Routed metal, one colour a layer:
The bar under the picture is 20 um long.
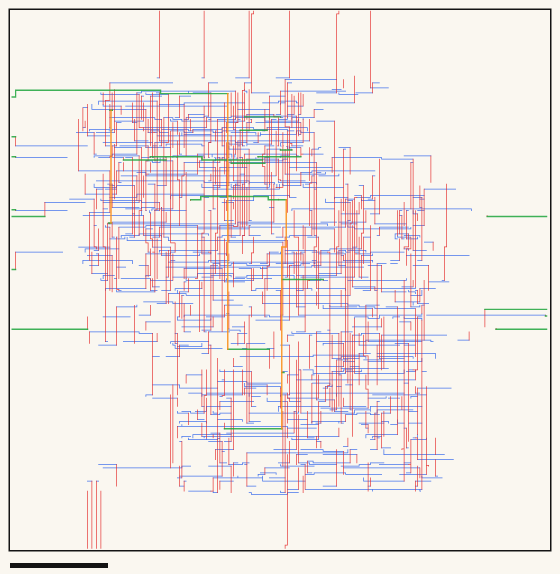
Clock wires, drivers and flops:
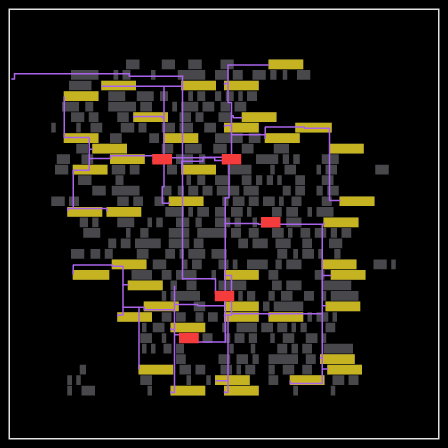
Routing congestion:
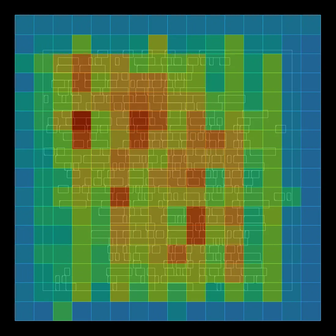
Placement density heat map:
11 x 11 tiles, from dark blue (low) to red (high), 0 to 100% covered.
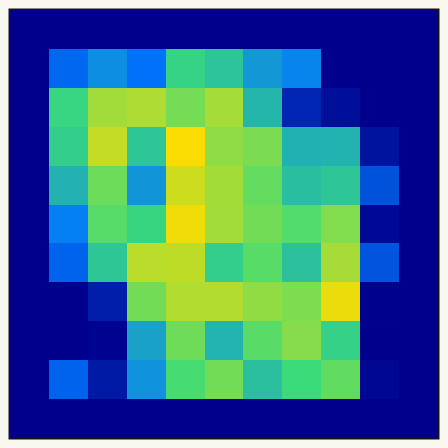
File: src/rtl/port_uart_tx.sv
// 8N1 UART transmitter with a one-entry pending buffer and a sticky overrun flag.
// Control and status are laid out for byte-wide computer output/input ports.
module port_uart_tx #(
    parameter int unsigned CLKS_PER_BIT = 16
) (
    input  logic       clk,
    input  logic       reset,
    input  logic [7:0] tx_data,
    input  logic       tx_start,
    input  logic       clr_overrun,
    output logic       tx_serial,
    output logic       tx_busy,
    output logic       tx_done,
    output logic [7:0] tx_status
);

    typedef enum logic [1:0] {IDLE, START, DATA, STOP} state_e;

    localparam logic [15:0] BAUD_LAST = 16'(CLKS_PER_BIT - 1);

    state_e      state_q, state_d;
    logic [15:0] baud_q, baud_d;
    logic [2:0]  bit_idx_q, bit_idx_d;
    logic [7:0]  shreg_q, shreg_d;
    logic [7:0]  pend_q, pend_d;
    logic        pend_valid_q, pend_valid_d;
    logic        overrun_q, overrun_d;
    logic        start_q, start_d;
    logic        serial_q, serial_d;
    logic        done_q, done_d;

    logic start_edge;
    logic bit_end;
    logic handoff;
    logic overrun_set;

    assign start_edge = tx_start && !start_q;
    assign bit_end    = (baud_q == BAUD_LAST);
    assign handoff    = (state_q == STOP) && bit_end;

    always_ff @(posedge clk or negedge reset) begin
        if (!reset) begin
            state_q      <= IDLE;
            baud_q       <= '0;
            bit_idx_q    <= '0;
            shreg_q      <= '0;
            pend_q       <= '0;
            pend_valid_q <= 1'b0;
            overrun_q    <= 1'b0;
            start_q      <= 1'b1;  // a start held high through reset must not fire
            serial_q     <= 1'b1;
            done_q       <= 1'b0;
        end else begin
            state_q      <= state_d;
            baud_q       <= baud_d;
            bit_idx_q    <= bit_idx_d;
            shreg_q      <= shreg_d;
            pend_q       <= pend_d;
            pend_valid_q <= pend_valid_d;
            overrun_q    <= overrun_d;
            start_q      <= start_d;
            serial_q     <= serial_d;
            done_q       <= done_d;
        end
    end

    always_comb begin
        state_d      = state_q;
        baud_d       = baud_q;
        bit_idx_d    = bit_idx_q;
        shreg_d      = shreg_q;
        pend_d       = pend_q;
        pend_valid_d = pend_valid_q;
        serial_d     = serial_q;
        done_d       = 1'b0;
        start_d      = tx_start;
        overrun_set  = 1'b0;

        // Requests arriving mid-frame queue up; the frame-end cycle is handled below.
        if (state_q != IDLE && start_edge && !handoff) begin
            if (!pend_valid_q) begin
                pend_d       = tx_data;
                pend_valid_d = 1'b1;
            end else begin
                overrun_set = 1'b1;
            end
        end

        if (state_q != IDLE) begin
            baud_d = bit_end ? 16'd0 : baud_q + 16'd1;
        end

        case (state_q)
            IDLE: begin
                baud_d = '0;
                if (start_edge) begin
                    state_d  = START;
                    shreg_d  = tx_data;
                    serial_d = 1'b0;
                end
            end
            START: begin
                if (bit_end) begin
                    state_d   = DATA;
                    bit_idx_d = '0;
                    serial_d  = shreg_q[0];
                end
            end
            DATA: begin
                if (bit_end) begin
                    if (bit_idx_q == 3'd7) begin
                        state_d  = STOP;
                        serial_d = 1'b1;
                    end else begin
                        bit_idx_d = bit_idx_q + 3'd1;
                        shreg_d   = shreg_q >> 1;
                        serial_d  = shreg_q[1];
                    end
                end
            end
            STOP: begin
                if (bit_end) begin
                    done_d = 1'b1;
                    if (pend_valid_q) begin
                        state_d      = START;
                        shreg_d      = pend_q;
                        serial_d     = 1'b0;
                        pend_valid_d = start_edge;
                        if (start_edge) begin
                            pend_d = tx_data;
                        end
                    end else if (start_edge) begin
                        state_d  = START;
                        shreg_d  = tx_data;
                        serial_d = 1'b0;
                    end else begin
                        state_d = IDLE;
                    end
                end
            end
            default: state_d = IDLE;
        endcase
    end

    // A new overrun in the same cycle as a clear request keeps the flag set.
    assign overrun_d = overrun_set || (overrun_q && !clr_overrun);

    assign tx_serial = serial_q;
    assign tx_busy   = (state_q != IDLE);
    assign tx_done   = done_q;
    assign tx_status = {5'b0, overrun_q, pend_valid_q, tx_busy};

endmodule

File: config.mk
export PLATFORM = sky130hd
export DESIGN_NAME = port_uart_tx
export DESIGN_NICKNAME = d
export VERILOG_FILES = /design/src/rtl/port_uart_tx.sv
export SDC_FILE = /design/constraint.sdc
export NUM_CORES = 1
export LEC_CHECK = 0
export CELL_PAD_IN_SITES_DETAIL_PLACEMENT = 1
export CELL_PAD_IN_SITES_GLOBAL_PLACEMENT = 1
export CORE_MARGIN = 10
export CORE_UTILIZATION = 29
export CTS_CLUSTER_DIAMETER = 40
export CTS_CLUSTER_SIZE = 14
export DETAILED_ROUTE_END_ITERATION = 10
export PLACE_DENSITY_LB_ADDON = 0.25
export SLEW_MARGIN = 20
export SYNTH_ARGS = -nofsm -noshare
export SYNTH_HDL_FRONTEND = slang
export SYNTH_SLANG_ARGS = --single-unit
File: constraint.sdc
create_clock -name clk -period 1.82 [get_ports clk]
set_clock_uncertainty 0.05 [all_clocks]
set_input_delay 0.182 -clock clk [delete_from_list [all_inputs] [get_ports clk]]
set_output_delay 0.182 -clock clk [all_outputs]
set_load 0.005 [all_outputs]
==> out/results.ini <==
[global_route]
grt_pass1_vias=2357
overflow=0
grt_max_degree=21
grt_use_met3=0.0243
grtUsageMet1=0.153
grt.busiest_layer=met2

[worst_setup_path]
critPathTopFamily=flip-flops
rr_worst_depth=6
endpoint=state_q[1]
crit_start=baud_q[15]
r2r-end=state_q[1]
critPathMaxStageDelay_ns=0.42
path_depth=6
crit_fanout=4
required_ns=1.96
reg2reg_from=baud_q[15]
crit_chain=nor4_4 -> buf_4 -> nand4_4 -> o21ai_4 -> a21boi_4 -> mux2_4
r2r_slack_ns=-0.09
critPathCaptureType=flop
cp-start-kind=flop
path_buffers=1

[final_layout]
buf_share=0.205
multiInputCombCellCount=176
syn2layout_area_growth_pct=44.6
drive_gt1_frac=0.383
logic_area_um2=1450
stdcell_count=415
comb_share=0.422
seq_share=0.306
signal_buffers=81
final.clkbuf_count=5
final_cell_area_um2=3440
inv_count=7
clock_area_frac=0.0229
antenna_cells=0
lay_top_count=buf_4
seqCellArea_um2=1050
final_cell_mix=53 x buf_4, 40 x dfrtp_1, 29 x nor2_1, 14 x clkdlybuf4s50_1, 11 x nand2_1
largest_reg_flops=16
layout.nets=332
seq_cell_count=42
largest_class=multi-input combinational cells
top_register=baud_q

[yosys]
mux_share=0.00473
seq_area_frac_synth=0.442
edf_count=0
async_reset_ff_frac=1.00
yosys-top-cells-count=40 x dfrtp_1, 30 x nor2_1, 11 x nand2_1, 9 x nand2b_1, 9 x o2bb2ai_1
synthCells=239
synthAoiAreaFrac=0.210
synth_cell_types=41
ys_sh_adder=0.0368
area_leaders=dfrtp_1 42%, nor2_1 4.7%, ha_1 3.7%
yosysMostFrequentCell=dfrtp_1
syn_area_um2=2380
xor_area_frac=0.0515
synth.largest_area_cell=dfrtp_1
ys_warn_count=0
ys_sh_simple=0.200
synth_top_area_share=0.420
top_logic_kind=AND-OR/OR-AND gates
yosysCellCount=239
yosys_most_used_dff=dfrtp_1

[clocking]
clk_path_buf_depth=2
cts_tree=built
post_cts_buffers=7
cts-resized-gates=33
cts_buffers=5
cts.sinks=42
cts.clk_slew.worst_paths_ns=0.09
postCtsHoldBufs=1
cts_root_buf=clkbuf_8

[route]
met3_length_um=220
viasPerCell=5.20
drc=0
route.met2.wl_mm=3.41
wl_mm=7.18
drtPass1Iterations=5
wl_met1_mm=3.42
drt_iter0_drc=129
postRouteAntennaNets=0

[outcome]
status=complete, but fails checks
violations=negative setup slack

[power]
combPwrFrac=0.550
p_per_area_nw_per_um2=1180
p_int_mw=2.51
peakVddDrop_uv=453
power-top-group=combinational cells
p_leak_nw=1.48
p_switching_mw=1.54
power.share.sequential=0.303

[sta]
timing.final.ws_setup_ns=-0.0922
period_minus_slack_ns=1.91
hold_viol=0
fmax_mhz=523
fin_setup_tns_ns=-0.294
rsz0062_at_grt=yes
maxSlewHeadroom=0.586
setup_violations=13
holdWs_ns=0.315
max_slew.worst_pin.slew_ns=0.620

[floorplan]
fp-row-count=32
io_pins=23
die_w_um=111
core_area_um2=7850
initial_core_util=0.304
chipArea_um2=12200

[placed_design]
port_buffers=17
dpl.hpwl_mm=5.03
placed_area_um2=3050
pre_cts_ws_ns=-0.195
place_congestion=0.759

[job]
warnings=31
drv_cap=0

[min_path]
hp-class=input port to asynchronous set/reset pin

About 'routed metal, one colour a layer':
- blue: M1 (wire length 3430 um)
- orange: M4 (wire length 123 um)
- green: M3 (wire length 220 um)
- red: M2 (wire length 3410 um)
WL per Instance: 17.3 um
Vias: 2159

About 'clock wires, drivers and flops':
- red: clock-net drivers (count 5)
- purple: clock wires (length 690 um)
- yellow: flip-flops (count 42)
- routed clock nets: 6
Latency at later pin: 0.30 ns
Power Clock: 598 uW
clock network fraction of total power: 0.147

About 'routing congestion':
Total GRT Usage: 0.118
fin util: 0.439
M2 GR Usage: 0.188

About 'placement density heat map':
- densest ninth of the die: centre
- nearly empty tiles: 41%
- emptiest ninth of the die: north-east

No activity file was given, so power comes from the tool's default toggle rates.
